run_1/met3.png
Drawn at 1.5 px/micron.
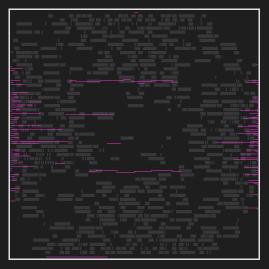
run_1/cell_classes.png
Drawn at 3 px/micron.
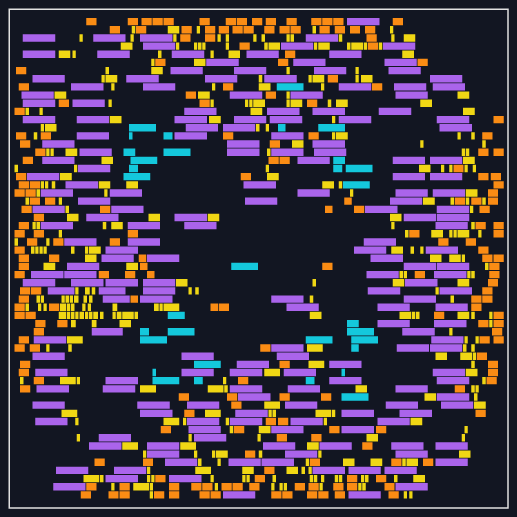
run_1/registers.png
Drawn at 2 px/micron.
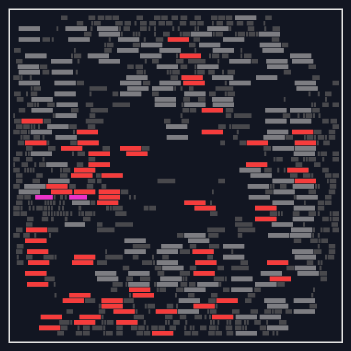
File: src/rtl/ysyx_23060184_ifid_queue.sv
// ysyx_23060184_ifid_queue
// Instruction queue between fetch (IFU) and decode (IDU). Each fetched
// instruction is stored with its PC and PC+4 in a small circular FIFO and is
// handed to decode through a valid/ready handshake. A front-end redirect
// (flush) discards every queued wrong-path entry plus any same-cycle enqueue.
//
// Ports:
//   clk, rstn                 clock, asynchronous active-low reset
//   flush                     redirect: empty the queue next cycle
//   in_valid / in_ready       fetch-side handshake (in_ready is registered-only)
//   in_pc/in_inst/in_pcplus4  fetched payload
//   out_valid / out_ready     decode-side handshake
//   out_pc/out_inst/out_pcplus4  head payload (zero when out_valid is low)
//   count, empty, full        occupancy status
module ysyx_23060184_ifid_queue #(
  parameter  int DATA_WIDTH = 32,
  parameter  int DEPTH      = 2,
  localparam int PTR_W      = $clog2(DEPTH)
) (
  input  logic                  clk,
  input  logic                  rstn,
  input  logic                  flush,
  input  logic                  in_valid,
  output logic                  in_ready,
  input  logic [DATA_WIDTH-1:0] in_pc,
  input  logic [DATA_WIDTH-1:0] in_inst,
  input  logic [DATA_WIDTH-1:0] in_pcplus4,
  output logic                  out_valid,
  input  logic                  out_ready,
  output logic [DATA_WIDTH-1:0] out_pc,
  output logic [DATA_WIDTH-1:0] out_inst,
  output logic [DATA_WIDTH-1:0] out_pcplus4,
  output logic [PTR_W:0]        count,
  output logic                  empty,
  output logic                  full
);

  logic [PTR_W-1:0]      wr_ptr;
  logic [PTR_W-1:0]      rd_ptr;
  logic [PTR_W:0]        cnt;
  logic [DATA_WIDTH-1:0] mem_pc     [DEPTH];
  logic [DATA_WIDTH-1:0] mem_inst   [DEPTH];
  logic [DATA_WIDTH-1:0] mem_pcplus4[DEPTH];
  logic                  enq;
  logic                  deq;

  // Status is decoded from the occupancy register only, so in_ready has no
  // combinational dependence on decode or on flush.
  assign count    = cnt;
  assign empty    = (cnt == '0);
  assign full     = (cnt == (PTR_W+1)'(DEPTH));
  assign in_ready = ~full;

  assign out_valid = ~empty & ~flush;

  // A handshake during flush completes for the IFU but its data is dropped.
  assign enq = in_valid & in_ready & ~flush;
  assign deq = out_valid & out_ready;

  always_comb begin
    out_pc      = '0;
    out_inst    = '0;
    out_pcplus4 = '0;
    if (out_valid) begin
      out_pc      = mem_pc[rd_ptr];
      out_inst    = mem_inst[rd_ptr];
      out_pcplus4 = mem_pcplus4[rd_ptr];
    end
  end

  always_ff @(posedge clk or negedge rstn) begin
    if (!rstn) begin
      wr_ptr <= '0;
      rd_ptr <= '0;
      cnt    <= '0;
    end else if (flush) begin
      wr_ptr <= '0;
      rd_ptr <= '0;
      cnt    <= '0;
    end else begin
      if (enq) wr_ptr <= wr_ptr + PTR_W'(1);
      if (deq) rd_ptr <= rd_ptr + PTR_W'(1);
      if (enq && !deq)      cnt <= cnt + (PTR_W+1)'(1);
      else if (deq && !enq) cnt <= cnt - (PTR_W+1)'(1);
    end
  end

  // Payload storage carries no reset; unused slots are never observable
  // because the output mux zeroes the head whenever out_valid is low.
  always_ff @(posedge clk) begin
    if (enq) begin
      mem_pc[wr_ptr]      <= in_pc;
      mem_inst[wr_ptr]    <= in_inst;
      mem_pcplus4[wr_ptr] <= in_pcplus4;
    end
  end

endmodule

File: config.mk
export PLATFORM = sky130hd
export DESIGN_NAME = ysyx_23060184_ifid_queue
export DESIGN_NICKNAME = d
export VERILOG_FILES = /design/src/rtl/ysyx_23060184_ifid_queue.sv
export SDC_FILE = /design/constraint.sdc
export NUM_CORES = 1
export LEC_CHECK = 0
export ABC_AREA = 1
export CORE_UTILIZATION = 30
export DETAILED_ROUTE_END_ITERATION = 8
export SYNTH_ARGS = -nofsm -noshare
export SYNTH_HDL_FRONTEND = slang
export SYNTH_SLANG_ARGS = --single-unit
File: constraint.sdc
create_clock -name clk -period 7.2 [get_ports clk]
set_input_delay 1.44 -clock clk [delete_from_list [all_inputs] [get_ports clk]]
set_output_delay 1.44 -clock clk [all_outputs]
set_load 0.005 [all_outputs]
==> impl_metrics.yaml, run 1 <==
# generated from flow reports
power:
  power.leakage_nw: 4.37
  power.share.combinational_pct: 27.3
  pwr.group.sequential_w: 0.00145
  top_power_group: "registers"
  pwr.group.combinational_w: 0.000885
  power.share.clock_pct: 27.9
  pwr-share-seq_pct: 44.7
  net_sw_power_w: 0.000897
  power.share.switching_pct: 27.7
  clock_power_w: 0.000905
  irDropWorstVdd_v: 0.000175
global_routing:
  busiest_layer: "met2"
  grt_util_met3_pct: 3.13
  grt_antenna_before_repair: 0
  global_route.usage.met2_pct: 20.7
  grt_start_max_net_pins: 58
  grtUsageTotal_pct: 12.5
synthesis:
  xor_share_pct: 0
  mux_area_fraction_pct: 14.3
  nets_in_the_synthesized_netlist: 642
  netlist_instances: 541
  synthAdderAreaFrac_pct: 0
  synth_sequential_area_ratio_pct: 72.9
  ys_warn_count: 0
  enable_flop_cells: 192
  post_synth_instance_area_sq_um: 8040
  synth_flops: 196
  area_leaders: "sky130_fd_sc_hd__edfxtp_1, sky130_fd_sc_hd__mux2_2, sky130_fd_sc_hd__nand2_1, sky130_fd_sc_hd__inv_1, sky130_fd_sc_hd__mux2_4"
  fraction_of_registers_with_async_set_reset_pct: 2.04
  post_synth_and_or_nand_nor_area_fraction_pct: 5.82
  synthMostInstantiatedCell: "sky130_fd_sc_hd__edfxtp_1"
  yosys-top-cells-count: "sky130_fd_sc_hd__edfxtp_1, sky130_fd_sc_hd__nand2_1, sky130_fd_sc_hd__inv_1, sky130_fd_sc_hd__mux2_2, sky130_fd_sc_hd__mux2_4"
  synth.yosys.num_cells: 541
  largest_area_cell: "sky130_fd_sc_hd__edfxtp_1"
  synthDominantCellAreaShare_pct: 71.7
critical_path:
  startpoint_type: "input port"
  crit_path_max_fanout: 40
  timing.reg2reg.setup_slack_ps: 5120
  cp_slowest_stage_delay_ps: 490
  critical_path_cell_count: 8
  r2r.worst_path.cells: 2
  critical_path.slowest_cell: "sky130_fd_sc_hd__clkdlybuf4s50_1"
  cp_num_buf_inv: 6
  cp_data_arrival_time_ps: 3640
  cp_cell_sequence: "clkdlybuf4s50_1 > inv_1 > nand2_1 > clkinv_2 > buf_4 > nand2_1 > inv_1 > clkdlybuf4s50_1"
final_timing:
  timing.slew.headroom_pct: 37.8
  setup_repair_after_global_routing_missed_its_margin: "false"
  worst-slew-pin-transition_ps: 934
  final_report_hold_violation_count: 0
  period_minus_slack_ps: 5080
  final-setup-viol-count: 0
  final_min_period_over_clock_period_pct: 70.6
  final.setup_skew_ps: 16.4
  final.hold.worst_slack_ps: 581
  fmax_ghz: 0.197
  final_max_slew_viol_count: 0
  finalSetupTns_ps: 0
routing:
  detail_route.first_pass.iterations: 8
  wl_met2_microns: 8230
  top_layer: "met4"
  drt-wirelength-per-cell_microns: 15.2
  dr_total_vias: 4628
  detail_route_met3_wl_microns: 817
  route.detailed.drc: 11
  antenna_violating_nets_post_route: 0
  m1WireLength_microns: 7400
  totalWireLength_microns: 16600
  drt-initial-drc-count: 227
  viasPerCell: 4.22
layout:
  layoutNonFillerInstCount: 1096
  flow.area_growth_from_synthesis_pct: 36.2
  mostFrequentLayoutCells: "sky130_fd_sc_hd__clkdlybuf4s50_1, sky130_fd_sc_hd__edfxtp_1, sky130_fd_sc_hd__nand2_1"
  register_area_sq_um: 5870
  register_fraction_of_the_total_cell_area_pct: 53.6
  lay_top_count: "sky130_fd_sc_hd__clkdlybuf4s50_1"
  buffers: 209
  combGateArea_sq_um: 1650
  num-fill-cells: 2409
  bufAreaShareNonClock_pct: 18.9
  area.share.combinational_pct: 15.1
  seq_cell_count: 196
  nNetsFinal: 849
  biggest_regs: "mem_inst x64, mem_pc x64, mem_pcplus4 x64"
  antenna_cells: 0
  finish.utilization_pct: 41.8
  finish.instance_area_sq_um: 11000
outcome:
  violations: "design-rule violations"
  outcome: "finished, violations left"
clock_tree:
  cts_max_path_buffers: 2
  tritoncts_num_sinks: 196
  cts_setup_buffers: 0
  cts.clk_slew.worst_paths_ps: 70
  cts-resized-gates: 0
  tritoncts: "yes"
  cts-root-buf: "sky130_fd_sc_hd__clkbuf_16"
floorplanning:
  floorplan.die_area_sq_um: 27500
  core_area_sq_um: 26200
  die_width_microns: 166
  top_level_ports: 203
  n_tap_cell: 335
placed_design:
  place.port_buffers: 202
  place_worst_setup_slack_ps: 2070
  place_area_sq_um: 10400
  place_congestion: 0.708
  placedCellCount: 1064
hold_path:
  hold_wc_startpoint: "wr_ptr$_DFFE_PN0P_"
About met3.png:
- main direction: horizontal
- wire length on this layer: 817 microns

About cell_classes.png:
- cyan: clock drivers and dummy loads (cells 32)
- yellow: all other logic (cells 324)
- orange: other buffers and delay cells (cells 209)
- purple: flip-flops (cells 196)

About registers.png:
- magenta: `count` (sequential cells 2)
- red: `mem_pcplus4` (sequential cells 64)
- not colored: 130

run_1/drive_strength.png
Drawn at 2 px/micron.
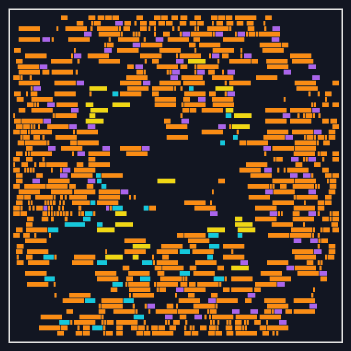

==> inputs of run 2 (changes only) <==
==> constraint.sdc (replaced) <==
create_clock -name clk -period 4.1 [get_ports clk]
set_input_delay 0.82 -clock clk [delete_from_list [all_inputs] [get_ports clk]]
set_output_delay 0.82 -clock clk [all_outputs]
set_load 0.005 [all_outputs]
run_2/drive_strength.png
Drawn at 2 px/micron.
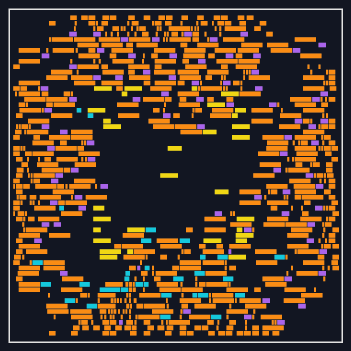
- yellow: drive 6 and up (cells 31; share 4.1%)
- cyan: drive 3 to 4 (cells 30; share 3.9%)
- purple: drive 2 (cells 81; share 11%)
- orange: drive 1 or less (cells 622; share 81%)

==> run 2 against run 1 <==
  * The run still ends with design-rule violations left
  * Global-route usage fell by 0.42 points
  * Clock power is 85% higher
  * Critical endpoint is now out_pcplus4[25]
  * Highest routed layer unchanged
  * Utilization is 0.39 points higher
  * Flip-flop count is the same
  * Register-to-register slack got worse by 3000 ps
  * Clock skew decreased by 8.2 ps
  * Non-clock buffer count grew 3
  * Worst hold slack improved by 2.2 ps
  * Sequential power grew 74%
  * First-iteration DRC count is 18% lower
==> impl_metrics.yaml, run 2 <==
# generated from flow reports
outcome:
  outcome: "finished, violations left"
  violations: "design-rule violations"
synthesis:
  syn_area_per_cell_sq_um: 14.9
  enable_flop_cells: 192
  nets_in_the_synthesized_netlist: 642
  synthMostInstantiatedCell: "sky130_fd_sc_hd__edfxtp_1"
  synth_sequential_area_ratio_pct: 72.9
  synth.yosys.num_cells: 541
  ys_warn_count: 0
  logic_family: "multiplexers"
  post_synth_and_or_nand_nor_area_fraction_pct: 5.82
  mux_area_fraction_pct: 14.3
  area_leaders: "sky130_fd_sc_hd__edfxtp_1, sky130_fd_sc_hd__mux2_2, sky130_fd_sc_hd__nand2_1, sky130_fd_sc_hd__inv_1, sky130_fd_sc_hd__mux2_4"
  fraction_of_registers_with_async_set_reset_pct: 2.04
  post_synth_instance_area_sq_um: 8040
  xor_share_pct: 0
  yosys-top-cells-count: "sky130_fd_sc_hd__edfxtp_1, sky130_fd_sc_hd__nand2_1, sky130_fd_sc_hd__inv_1, sky130_fd_sc_hd__mux2_2, sky130_fd_sc_hd__mux2_4"
  largest_area_cell: "sky130_fd_sc_hd__edfxtp_1"
  synth_flops: 196
  synthDominantCellAreaShare_pct: 71.7
  synthAdderAreaFrac_pct: 0
  netlist_instances: 541
layout:
  nNetsFinal: 852
  finish.instance_area_sq_um: 11100
  num-fill-cells: 2439
  flow.area_growth_from_synthesis_pct: 37.5
  lay_top_count: "sky130_fd_sc_hd__clkdlybuf4s50_1"
  bufAreaShareNonClock_pct: 19.3
  area.share.combinational_pct: 14.9
  seq_cell_count: 196
  mostFrequentLayoutCells: "sky130_fd_sc_hd__clkdlybuf4s50_1, sky130_fd_sc_hd__edfxtp_1, sky130_fd_sc_hd__nand2_1"
  layoutNonFillerInstCount: 1099
  register_fraction_of_the_total_cell_area_pct: 53.1
  combGateArea_sq_um: 1650
  buffers: 212
  finish.utilization_pct: 42.2
  antenna_cells: 0
  biggest_regs: "mem_inst x64, mem_pc x64, mem_pcplus4 x64"
  register_area_sq_um: 5870
critical_path:
  critical_path_cell_count: 8
  crit_path_max_fanout: 45
  r2r.worst_path.cells: 5
  timing.reg2reg.setup_slack_ps: 2160
  cp_data_arrival_time_ps: 2690
  startpoint_type: "input port"
  cp_slowest_stage_delay_ps: 490
  cp_cell_sequence: "clkdlybuf4s50_1 > inv_1 > nand2_1 > clkinv_2 > buf_12 > nand2_1 > inv_1 > clkdlybuf4s50_1"
  cp_num_buf_inv: 6
  critical_path.slowest_cell: "sky130_fd_sc_hd__clkdlybuf4s50_1"
run:
  total_number_of_warnings_across_the_stage_logs: 26
  max_cap_viol_count: 0
routing:
  drt-initial-drc-count: 187
  detail_route_met3_wl_microns: 765
  viasPerCell: 4.19
  m1WireLength_microns: 6850
  route.detailed.drc: 10
  antenna_violating_nets_post_route: 0
  totalWireLength_microns: 16200
  top_layer: "met4"
  detail_route.first_pass.iterations: 9
  drt-wirelength-per-cell_microns: 14.7
  wl_met2_microns: 8400
placed_design:
  place_area_sq_um: 10500
  place.port_buffers: 202
  placedCellCount: 1067
  place_congestion: 0.699
  place_worst_setup_slack_ps: 547
clock_tree:
  tritoncts: "yes"
  cts_setup_buffers: 0
  tritoncts_num_sinks: 196
  cts_max_path_buffers: 2
  cts-root-buf: "sky130_fd_sc_hd__clkbuf_16"
  cts.clk_slew.worst_paths_ps: 70
  cts-resized-gates: 0
global_routing:
  grt_util_met3_pct: 3.08
  grt_antenna_before_repair: 0
  via_count_of_the_first_global_routing_pass: 4708
  grtUsageTotal_pct: 12.1
  global_route.usage.met2_pct: 21.8
  busiest_layer: "met2"
power:
  total_power_w: 0.00580
  clock_power_w: 0.00167
  power.share.combinational_pct: 27.9
  power_per_cell_area_nw_per_um2: 524
  power.share.clock_pct: 28.7
  power.share.switching_pct: 27.2
  pwr.group.sequential_w: 0.00252
  irDropWorstVdd_v: 0.000217
  pwr-share-seq_pct: 43.4
  power.leakage_nw: 4.42
  net_sw_power_w: 0.00158
  top_power_group: "registers"
  pwr.group.combinational_w: 0.00162
final_timing:
  final.hold.worst_slack_ps: 583
  fmax_ghz: 0.285
  final_min_period_over_clock_period_pct: 85.6
  final_report_hold_violation_count: 0
  final-setup-viol-count: 0
  slack_of_the_critical_path_ps: 589
  final_max_slew_viol_count: 0
  setup_repair_after_global_routing_missed_its_margin: "false"
  final.setup_skew_ps: 8.23
  timing.slew.headroom_pct: 49.5
  period_minus_slack_ps: 3510
floorplanning:
  floorplan.die_area_sq_um: 27500
  die_width_microns: 166
  core_area_sq_um: 26200
hold_path:
  hold_wc_startpoint: "wr_ptr$_DFFE_PN0P_"
  worstHoldPathType: "reg2reg"
run_2/registers.png
Drawn at 2 px/micron.
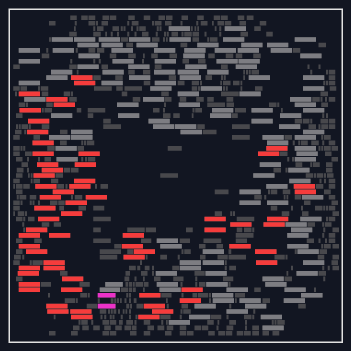

==> inputs of run 3 (changes only) <==
--- a/config.mk
+++ b/config.mk
@@ -6,8 +6,10 @@
 export NUM_CORES = 1
 export LEC_CHECK = 0
 export ABC_AREA = 1
+export ABC_CLOCK_PERIOD_IN_PS = 4100
 export CORE_UTILIZATION = 30
 export DETAILED_ROUTE_END_ITERATION = 8
+export SLEW_MARGIN = 20
 export SYNTH_ARGS = -nofsm -noshare
 export SYNTH_HDL_FRONTEND = slang
 export SYNTH_SLANG_ARGS = --single-unit
==> constraint.sdc (replaced) <==
create_clock -name clk -period 4.1 [get_ports clk]
set_input_delay 0.615 -clock clk [delete_from_list [all_inputs] [get_ports clk]]
set_output_delay 0.615 -clock clk [all_outputs]
set_load 0.005 [all_outputs]
run_3/registers.png
Drawn at 2 px/micron.
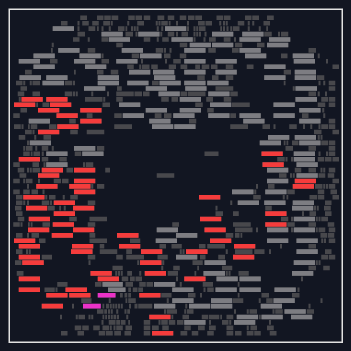
- magenta: `count` (sequential cells 2)
- red: `mem_pcplus4` (sequential cells 64)
- not colored: 130

==> run 3 against run 2 <==
  * The run still ends with design-rule violations left
  * Synthesized area stayed put
  * Fmax rose by 7.1%
  * Synthesized cell count unchanged
  * Flip-flop count is the same
  * Sequential power barely moved
  * Critical path depth decreased by 3
  * Non-clock buffer count decreased by 3
  * Die size stayed put
  * Via count up 0.33%
  * Routed wire length increased by 0.69%
  * Clock skew rose by 5.5 ps
  * Sequential share of layout area grew 0.40 points
  * Critical path type is now reg2out
==> impl_metrics.yaml, run 3 <==
# generated from flow reports
synthesis:
  logic_family: "multiplexers"
  synthMostInstantiatedCell: "sky130_fd_sc_hd__edfxtp_1"
  enable_flop_cells: 192
  syn_area_per_cell_sq_um: 14.9
  post_synth_instance_area_sq_um: 8040
  yosys-top-cells-count: "sky130_fd_sc_hd__edfxtp_1, sky130_fd_sc_hd__nand2_1, sky130_fd_sc_hd__inv_1, sky130_fd_sc_hd__mux2_2, sky130_fd_sc_hd__mux2_4"
  synth_flops: 196
  synth_sequential_area_ratio_pct: 72.9
  post_synth_and_or_nand_nor_area_fraction_pct: 5.82
  largest_area_cell: "sky130_fd_sc_hd__edfxtp_1"
  area_leaders: "sky130_fd_sc_hd__edfxtp_1, sky130_fd_sc_hd__mux2_2, sky130_fd_sc_hd__nand2_1, sky130_fd_sc_hd__inv_1, sky130_fd_sc_hd__mux2_4"
  fraction_of_registers_with_async_set_reset_pct: 2.04
  mux_area_fraction_pct: 14.3
  ys_warn_count: 0
  nets_in_the_synthesized_netlist: 642
layout:
  nNetsFinal: 849
  finish.utilization_pct: 41.9
  layoutNonFillerInstCount: 1096
  lay_top_count: "sky130_fd_sc_hd__clkdlybuf4s50_1"
  num-fill-cells: 2431
  bufAreaShareNonClock_pct: 19.1
  combGateArea_sq_um: 1650
  mostFrequentLayoutCells: "sky130_fd_sc_hd__clkdlybuf4s50_1, sky130_fd_sc_hd__edfxtp_1, sky130_fd_sc_hd__nand2_1"
  seq_cell_count: 196
global_routing:
  global_route.usage.met2_pct: 21.9
  grt_antenna_before_repair: 0
  grtUsageTotal_pct: 12.4
power:
  pwr-share-seq_pct: 44.4
  net_sw_power_w: 0.00155
  total_power_w: 0.00567
  power.leakage_nw: 4.37
  pwr.group.sequential_w: 0.00252
  pwr.group.combinational_w: 0.00159
  clock_power_w: 0.00156
  power.share.switching_pct: 27.3
  power.share.clock_pct: 27.6
final_timing:
  final.hold.worst_slack_ps: 386
  final_min_period_over_clock_period_pct: 79.9
  timing.slew.headroom_pct: 50.2
  period_minus_slack_ps: 3280
  final_report_hold_violation_count: 0
  final_max_slew_viol_count: 0
  final-setup-viol-count: 0
  final.setup_skew_ps: 13.7
  slack_of_the_critical_path_ps: 823
  setup_repair_after_global_routing_missed_its_margin: "false"
clock_tree:
  cts-root-buf: "sky130_fd_sc_hd__clkbuf_16"
  cts_setup_buffers: 0
  tritoncts_num_sinks: 196
  tritoncts: "yes"
  cts_max_path_buffers: 2
critical_path:
  cp_slowest_stage_delay_ps: 850
  startpoint_type: "register"
  crit_path_max_fanout: 42
  cp_cell_sequence: "buf_4 > mux2_2 > nand2_1 > inv_1 > clkdlybuf4s50_1"
  critical_path_cell_count: 5
  cp_num_buf_inv: 3
  r2r.worst_path.cells: 5
placed_design:
  place.port_buffers: 202
  place_worst_setup_slack_ps: 920
  place_area_sq_um: 10400
floorplanning:
  floorplan.die_area_sq_um: 27500
routing:
  drt-wirelength-per-cell_microns: 14.9
  wl_met2_microns: 8390
  totalWireLength_microns: 16300
  antenna_violating_nets_post_route: 0
  route.detailed.drc: 10
  m1WireLength_microns: 7010
outcome:
  violations: "design-rule violations"
  outcome: "finished, violations left"
hold_path:
  worstHoldPathType: "in2async"
Power is estimated from default activity; no workload was simulated.
